## config.mk

```make
export PLATFORM = sky130hd
export DESIGN_NAME = alu_seq_flat
export DESIGN_NICKNAME = d
export VERILOG_FILES = /design/src/rtl/alu_seq_pkg.sv /design/src/rtl/alu_seq_if.sv /design/src/rtl/alu_seq_core.sv /design/src/rtl/alu_seq.sv /design/src/flat_wrapper.sv
export SDC_FILE = /design/constraint.sdc
export NUM_CORES = 1
export LEC_CHECK = 0
export CAP_MARGIN = 20
export CORE_MARGIN = 2
export CORE_UTILIZATION = 59
export CTS_CLUSTER_DIAMETER = 40
export CTS_CLUSTER_SIZE = 20
export DETAILED_ROUTE_END_ITERATION = 10
export GPL_ROUTABILITY_DRIVEN = 0
export PLACE_DENSITY = 0.87
export SETUP_SLACK_MARGIN = 0.3
export SYNTH_ARGS = -nofsm -noshare
export SYNTH_HDL_FRONTEND = slang
export SYNTH_SLANG_ARGS = --single-unit
```

## constraint.sdc

```tcl
create_clock -name clk -period 3.95 [get_ports clk]
set_clock_uncertainty 0.2 [all_clocks]
set_input_delay 0.79 -clock clk [delete_from_list [all_inputs] [get_ports clk]]
set_output_delay 0.79 -clock clk [all_outputs]
set_load 0.02 [all_outputs]
```

## src/rtl/alu_seq_pkg.sv

```systemverilog
// alu_seq_pkg: shared opcode encodings, FSM state type and opcode classification
// for the sequential ALU slice.
package alu_seq_pkg;

    localparam int unsigned OPW = 4;

    localparam logic [OPW-1:0] OP_ADD  = 4'd0;
    localparam logic [OPW-1:0] OP_SUB  = 4'd1;
    localparam logic [OPW-1:0] OP_INC  = 4'd2;
    localparam logic [OPW-1:0] OP_DEC  = 4'd3;
    localparam logic [OPW-1:0] OP_AND  = 4'd4;
    localparam logic [OPW-1:0] OP_OR   = 4'd5;
    localparam logic [OPW-1:0] OP_XOR  = 4'd6;
    localparam logic [OPW-1:0] OP_ASR1 = 4'd7;
    localparam logic [OPW-1:0] OP_ASRN = 4'd8;
    localparam logic [OPW-1:0] OP_MUL  = 4'd9;

    typedef enum logic [1:0] {
        ST_IDLE = 2'd0,
        ST_BUSY = 2'd1,
        ST_DONE = 2'd2
    } state_t;

    // An op needs the iterative datapath if it is MUL or an ASRN with a non-zero shift.
    function automatic logic is_multi(input logic [OPW-1:0] op, input logic shift_nz);
        return (op == OP_MUL) || ((op == OP_ASRN) && shift_nz);
    endfunction

endpackage

```

## src/rtl/alu_seq_if.sv

```systemverilog
// alu_seq_if: operand-side and result-side handshakes of alu_seq.
//   master: operand source / result consumer (drives in_valid, a, b, op, out_ready)
//   slave : the ALU (drives in_ready, out_valid, result, carry, zero, neg, ovf, busy)
interface alu_seq_if #(
    parameter int unsigned WIDTH = 4
);
    import alu_seq_pkg::*;

    logic             in_valid;
    logic             in_ready;
    logic [WIDTH-1:0] a;
    logic [WIDTH-1:0] b;
    logic [OPW-1:0]   op;
    logic             out_valid;
    logic             out_ready;
    logic [WIDTH-1:0] result;
    logic             carry;
    logic             zero;
    logic             neg;
    logic             ovf;
    logic             busy;

    modport master (
        output in_valid, a, b, op, out_ready,
        input  in_ready, out_valid, result, carry, zero, neg, ovf, busy
    );

    modport slave (
        input  in_valid, a, b, op, out_ready,
        output in_ready, out_valid, result, carry, zero, neg, ovf, busy
    );

endinterface

```

## src/rtl/alu_seq_core.sv

```systemverilog
// alu_seq_core: combinational single-cycle ops (ADD..ASR1) and their flags.
//   a, b, op  : operands and opcode
//   result_c  : op result; ASRN returns a unchanged (the zero-shift case),
//               MUL and reserved opcodes return 0
//   carry_c, zero_c, neg_c, ovf_c : flags; all 0 for opcodes not handled here
module alu_seq_core
    import alu_seq_pkg::*;
#(
    parameter int unsigned WIDTH = 4
) (
    input  logic [WIDTH-1:0] a,
    input  logic [WIDTH-1:0] b,
    input  logic [OPW-1:0]   op,
    output logic [WIDTH-1:0] result_c,
    output logic             carry_c,
    output logic             zero_c,
    output logic             neg_c,
    output logic             ovf_c
);

    localparam int unsigned MSB = WIDTH - 1;

    logic [WIDTH:0] sum;
    logic           known;

    // Opcode decode; SUB/DEC carry is the no-borrow bit of a + ~b + 1.
    always_comb begin
        sum      = '0;
        result_c = '0;
        carry_c  = 1'b0;
        ovf_c    = 1'b0;
        known    = 1'b1;
        case (op)
            OP_ADD: begin
                sum      = {1'b0, a} + {1'b0, b};
                result_c = sum[MSB:0];
                carry_c  = sum[WIDTH];
                ovf_c    = (a[MSB] == b[MSB]) && (result_c[MSB] != a[MSB]);
            end
            OP_SUB: begin
                sum      = {1'b0, a} + {1'b0, ~b} + (WIDTH+1)'(1);
                result_c = sum[MSB:0];
                carry_c  = sum[WIDTH];
                ovf_c    = (a[MSB] != b[MSB]) && (result_c[MSB] != a[MSB]);
            end
            OP_INC: begin
                sum      = {1'b0, a} + (WIDTH+1)'(1);
                result_c = sum[MSB:0];
                carry_c  = sum[WIDTH];
                ovf_c    = !a[MSB] && result_c[MSB];
            end
            OP_DEC: begin
                sum      = {1'b0, a} + {1'b0, {WIDTH{1'b1}}};
                result_c = sum[MSB:0];
                carry_c  = sum[WIDTH];
                ovf_c    = a[MSB] && !result_c[MSB];
            end
            OP_AND:  result_c = a & b;
            OP_OR:   result_c = a | b;
            OP_XOR:  result_c = a ^ b;
            OP_ASR1: begin
                result_c = {a[MSB], a[MSB:1]};
                carry_c  = a[0];
            end
            OP_ASRN: result_c = a;
            default: known = 1'b0;
        endcase
        zero_c = known && (result_c == '0);
        neg_c  = result_c[MSB];
    end

endmodule

```

## src/rtl/alu_seq.sv

```systemverilog
// alu_seq: clocked ALU with valid/ready on both sides. Single-cycle ops complete
// one cycle after accept; ASRN (n>0) shifts one bit per cycle and MUL runs a
// WIDTH-step unsigned shift-add, both through the BUSY state.
//   clk, rst : clock and synchronous active-high reset
//   bus      : alu_seq_if.slave (operand handshake, result handshake, flags, busy)
module alu_seq
    import alu_seq_pkg::*;
#(
    parameter int unsigned WIDTH = 4
) (
    input  logic      clk,
    input  logic      rst,
    alu_seq_if.slave  bus
);

    localparam int unsigned SHW = $clog2(WIDTH);
    localparam int unsigned CW  = SHW + 1;
    localparam int unsigned MSB = WIDTH - 1;

    state_t             state;
    state_t             state_nxt;

    logic [OPW-1:0]     op_q;
    logic [WIDTH-1:0]   opnd_q;
    logic [2*WIDTH-1:0] mcand_q;
    logic [2*WIDTH-1:0] prod_q;
    logic [CW-1:0]      cnt_q;

    logic [WIDTH-1:0]   result_q;
    logic               carry_q;
    logic               zero_q;
    logic               neg_q;
    logic               ovf_q;

    logic [WIDTH-1:0]   core_result;
    logic               core_carry;
    logic               core_zero;
    logic               core_neg;
    logic               core_ovf;

    logic               in_ready_c;
    logic               accept_c;
    logic               multi_c;
    logic               last_c;
    logic [WIDTH-1:0]   asr_nxt_c;
    logic [2*WIDTH-1:0] prod_nxt_c;

    alu_seq_core #(.WIDTH(WIDTH)) u_core (
        .a        (bus.a),
        .b        (bus.b),
        .op       (bus.op),
        .result_c (core_result),
        .carry_c  (core_carry),
        .zero_c   (core_zero),
        .neg_c    (core_neg),
        .ovf_c    (core_ovf)
    );

    // Handshake and iteration helpers.
    assign in_ready_c = !rst && ((state == ST_IDLE) || ((state == ST_DONE) && bus.out_ready));
    assign accept_c   = bus.in_valid && in_ready_c;
    assign multi_c    = is_multi(bus.op, |bus.b[SHW-1:0]);
    assign last_c     = (cnt_q == CW'(1));
    assign asr_nxt_c  = {opnd_q[MSB], opnd_q[MSB:1]};
    assign prod_nxt_c = prod_q + (opnd_q[0] ? mcand_q : '0);

    // State register.
    always_ff @(posedge clk) begin
        if (rst) begin
            state <= ST_IDLE;
        end else begin
            state <= state_nxt;
        end
    end

    // Next-state logic; DONE may chain straight into a new op when the result is taken.
    always_comb begin
        state_nxt = state;
        case (state)
            ST_IDLE: begin
                if (accept_c) state_nxt = multi_c ? ST_BUSY : ST_DONE;
            end
            ST_BUSY: begin
                if (last_c) state_nxt = ST_DONE;
            end
            ST_DONE: begin
                if (accept_c)           state_nxt = multi_c ? ST_BUSY : ST_DONE;
                else if (bus.out_ready) state_nxt = ST_IDLE;
            end
            default: state_nxt = ST_IDLE;
        endcase
    end

    // Operand capture, iterative datapath and result/flag registers.
    // opnd_q holds the value being shifted for ASRN and the multiplier for MUL.
    always_ff @(posedge clk) begin
        if (rst) begin
            op_q     <= '0;
            opnd_q   <= '0;
            mcand_q  <= '0;
            prod_q   <= '0;
            cnt_q    <= '0;
            result_q <= '0;
            carry_q  <= 1'b0;
            zero_q   <= 1'b0;
            neg_q    <= 1'b0;
            ovf_q    <= 1'b0;
        end else if (accept_c) begin
            op_q    <= bus.op;
            opnd_q  <= (bus.op == OP_MUL) ? bus.b : bus.a;
            mcand_q <= {{WIDTH{1'b0}}, bus.a};
            prod_q  <= '0;
            cnt_q   <= (bus.op == OP_MUL) ? CW'(WIDTH) : CW'(bus.b[SHW-1:0]);
            if (!multi_c) begin
                result_q <= core_result;
                carry_q  <= core_carry;
                zero_q   <= core_zero;
                neg_q    <= core_neg;
                ovf_q    <= core_ovf;
            end
        end else if (state == ST_BUSY) begin
            cnt_q   <= cnt_q - CW'(1);
            mcand_q <= mcand_q << 1;
            prod_q  <= prod_nxt_c;
            opnd_q  <= (op_q == OP_MUL) ? (opnd_q >> 1) : asr_nxt_c;
            if (last_c) begin
                ovf_q <= 1'b0;
                if (op_q == OP_MUL) begin
                    result_q <= prod_nxt_c[MSB:0];
                    carry_q  <= |prod_nxt_c[2*WIDTH-1:WIDTH];
                    zero_q   <= (prod_nxt_c[MSB:0] == '0);
                    neg_q    <= prod_nxt_c[MSB];
                end else begin
                    result_q <= asr_nxt_c;
                    carry_q  <= opnd_q[0];
                    zero_q   <= (asr_nxt_c == '0);
                    neg_q    <= asr_nxt_c[MSB];
                end
            end
        end
    end

    assign bus.in_ready  = in_ready_c;
    assign bus.out_valid = (state == ST_DONE);
    assign bus.busy      = (state == ST_BUSY);
    assign bus.result    = result_q;
    assign bus.carry     = carry_q;
    assign bus.zero      = zero_q;
    assign bus.neg       = neg_q;
    assign bus.ovf       = ovf_q;

endmodule
```

## src/flat_wrapper.sv

```systemverilog
// flat-port wrapper written by rule: the top's interface ports become plain ports
module alu_seq_flat import alu_seq_pkg::*;
#(
    parameter int unsigned WIDTH = 4
)
  (clk, rst, bus_in_valid, bus_a, bus_b, bus_op, bus_out_ready, bus_in_ready, bus_out_valid, bus_result, bus_carry, bus_zero, bus_neg, bus_ovf, bus_busy);
  alu_seq_if #(.WIDTH(WIDTH)) bus_i ();
  input  logic clk;
  input  logic rst;
  input wire logic [$bits(bus_i.in_valid)-1:0] bus_in_valid;
  input wire logic [$bits(bus_i.a)-1:0] bus_a;
  input wire logic [$bits(bus_i.b)-1:0] bus_b;
  input wire logic [$bits(bus_i.op)-1:0] bus_op;
  input wire logic [$bits(bus_i.out_ready)-1:0] bus_out_ready;
  output wire logic [$bits(bus_i.in_ready)-1:0] bus_in_ready;
  output wire logic [$bits(bus_i.out_valid)-1:0] bus_out_valid;
  output wire logic [$bits(bus_i.result)-1:0] bus_result;
  output wire logic [$bits(bus_i.carry)-1:0] bus_carry;
  output wire logic [$bits(bus_i.zero)-1:0] bus_zero;
  output wire logic [$bits(bus_i.neg)-1:0] bus_neg;
  output wire logic [$bits(bus_i.ovf)-1:0] bus_ovf;
  output wire logic [$bits(bus_i.busy)-1:0] bus_busy;
  assign bus_i.in_valid = bus_in_valid;
  assign bus_i.a = bus_a;
  assign bus_i.b = bus_b;
  assign bus_i.op = bus_op;
  assign bus_i.out_ready = bus_out_ready;
  assign bus_in_ready = bus_i.in_ready;
  assign bus_out_valid = bus_i.out_valid;
  assign bus_result = bus_i.result;
  assign bus_carry = bus_i.carry;
  assign bus_zero = bus_i.zero;
  assign bus_neg = bus_i.neg;
  assign bus_ovf = bus_i.ovf;
  assign bus_busy = bus_i.busy;
  alu_seq #(.WIDTH(WIDTH)) u_core (.clk(clk), .rst(rst), .bus(bus_i));
endmodule
```

==> reports/summary.log <==
[synth] largest area contributor in the synthesized netlist sky130_fd_sc_hd__dfxtp_1
[global_routing] wire length of the first global-routing pass 11.8 mm
[synth] ys async rst share 0%
[outcome] status finished clean
[clock_tree] setup bufs post-CTS 0
[worst_setup_path] Largest stage delay, worst path 640 ps
[sta] Tcrit/Tclk final 84.8%
[synth] top-count cell post-synth sky130_fd_sc_hd__nand2_1
[synth] cell area after synthesis 2880 um^2
[sta] time the worst path needs with I/O delays and setup 3350 ps
[power] power share of the combinational group 22.7%
[worst_setup_path] Buffers & Inverters on Critical Path 2
[cells_and_area] Final #Nets 439
[drt] average via count per standard cell 6.00
[sta] setup repair after global routing missed its margin no
[hold_path] worst min-delay path category flop to flop
[power] overall power consumption 0.922 mW
[synth] synthesized net count 422
[worst_setup_path] CP endpoint kind flop
[worst_setup_path] signal arrival time at the worst endpoint 3350 ps
worst paths after layout:
| check | start | end | slack (ps) | cells after the start |
|---|---|---|---|---|
| setup reg to reg | u_core.opnd_q[0]$_SDFFE_PP0P_ | u_core.bus.carry$_SDFFE_PP0P_ | 1060 | 10 |
| hold / removal | u_core.bus.result[2]$_SDFFE_PP0P_ | u_core.bus.result[2]$_SDFFE_PP0P_ | 250 | 2 |
| setup / recovery | bus_a[2] | u_core.bus.zero$_SDFFE_PP0P_ | 600 | 9 |
| hold reg to reg | u_core.bus.result[2]$_SDFFE_PP0P_ | u_core.bus.result[2]$_SDFFE_PP0P_ | 250 | 2 |
power groups by stage:
stage                     sequential, mW  clock [mW]  combinational, mW
after global placement             0.397           0              0.201
after global routing               0.391       0.341              0.230
final                              0.389       0.323              0.210
after CTS                          0.389       0.327              0.206
after floorplan                    0.397           0              0.142
after detailed placement           0.397           0              0.205
final cells by class:
cell class                      count  area, um^2  area share [%]
Timing Repair Buffer               35         328            10.0
Clock inverter                      3        42.5            1.30
Inverter                           23        86.3            2.64
Sequential cell                    36         721            22.1
Clock buffer                        5        68.8            2.11
Tap cell                           67        83.8            2.57
Multi-Input combinational cell    294        1940            59.3
per-layer routing:
| metal | track usage, % | wire [um] | up-vias |
|---|---|---|---|
| met2 | 44.4 | 3260 | 114 |
| li1 | - | - | 1357 |
| met3 | 4.66 | 465 | 14 |
| met4 | 8.28 | 128 | 0 |
| met5 | 0 | 0 | - |
| met1 | 37.4 | 3130 | 1294 |
cells by family after synthesis:
group	count (synthesis)	share of synthesized area [%]
muxes	10	3.90
and+or+nand+nor	145	23.5
xor gates and xnor gates	12	3.64
AOI/OAI and AO/OA	99	23.1
buffers and inverters	48	7.98
DFF	36	25.0
adders and majority gates	28	12.9
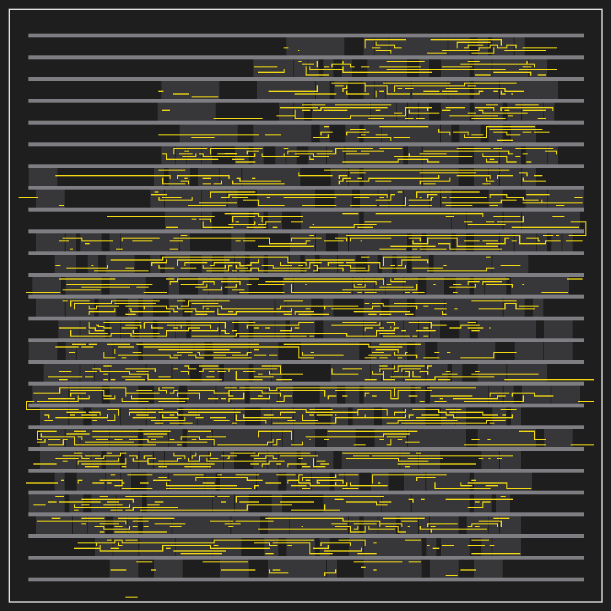
*Metal 1*
Scale: 8 px per um. Supply wires on this layer in gray. Cells faint in the background.
wire length on this layer = 3130 um
longest straight run = 23.0 um
share of all routed wire = 45%
nets with wire on the layer = 397
total via count after detailed routing: 2779
total detailed-routing wirelength: 6.99 mm
global-route met1 utilization: 37.4%

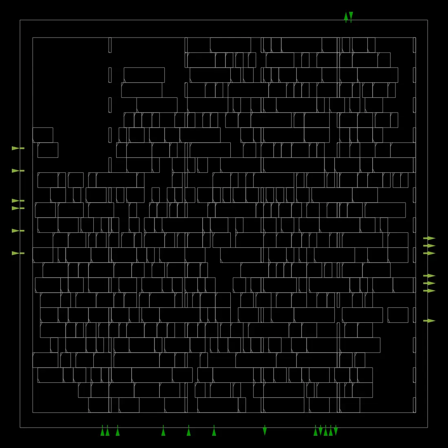
*Cell outlines without signal wires*
share of the core filled with cells: 69.2%
fill count: 376
number of standard cells in the final layout excluding fillers: 463
number of tap instances: 67
Rows: 25

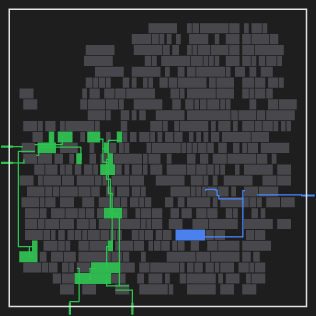
*Port wiring*
Scale: 4 px per um.
blue -> bus_zero  # bits 1, direction output, edge east, end cells 1, buffers 1, wire 45.0 um
green -> bus_b  # bits 4, direction input, edge 2 south, 2 west, end cells 16, buffers 4, wire 184 um
number of port buffers: 26
# IOs: 27

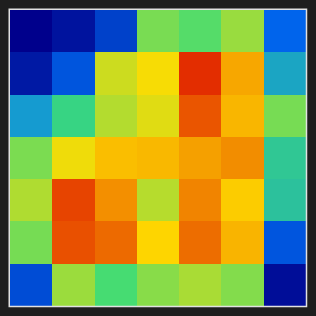
*Local utilization*
Scale: 4 px per um. 7 x 7 tiles, from dark blue (low) to red (high), 0 to 100% covered.
densest ninth of the die = center
fullest tile = 95%
mean over tiles = 58%
emptiest ninth of the die = north-west
nearly empty tiles = 2.0%
tiles over 75% full = 35%
Core Density at Floorplan: 61.1%
Core Area: 4720 um^2

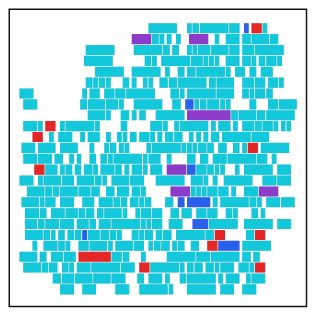
*Sizing map*
Scale: 4 px per um.
cyan -> x1 and smaller  # cells 371, share 94%
blue -> x2  # cells 8, share 2.0%
red -> x3 and x4  # cells 11, share 2.8%
purple -> x6 and larger  # cells 6, share 1.5%
final setup margin: 599 ps
Non-clk bufs: 35
Area growth, synth to finish: 13.3%
final non-filler cell area: 3270 um^2

Power figures rest on the tool's default switching activity, not on a simulated workload.
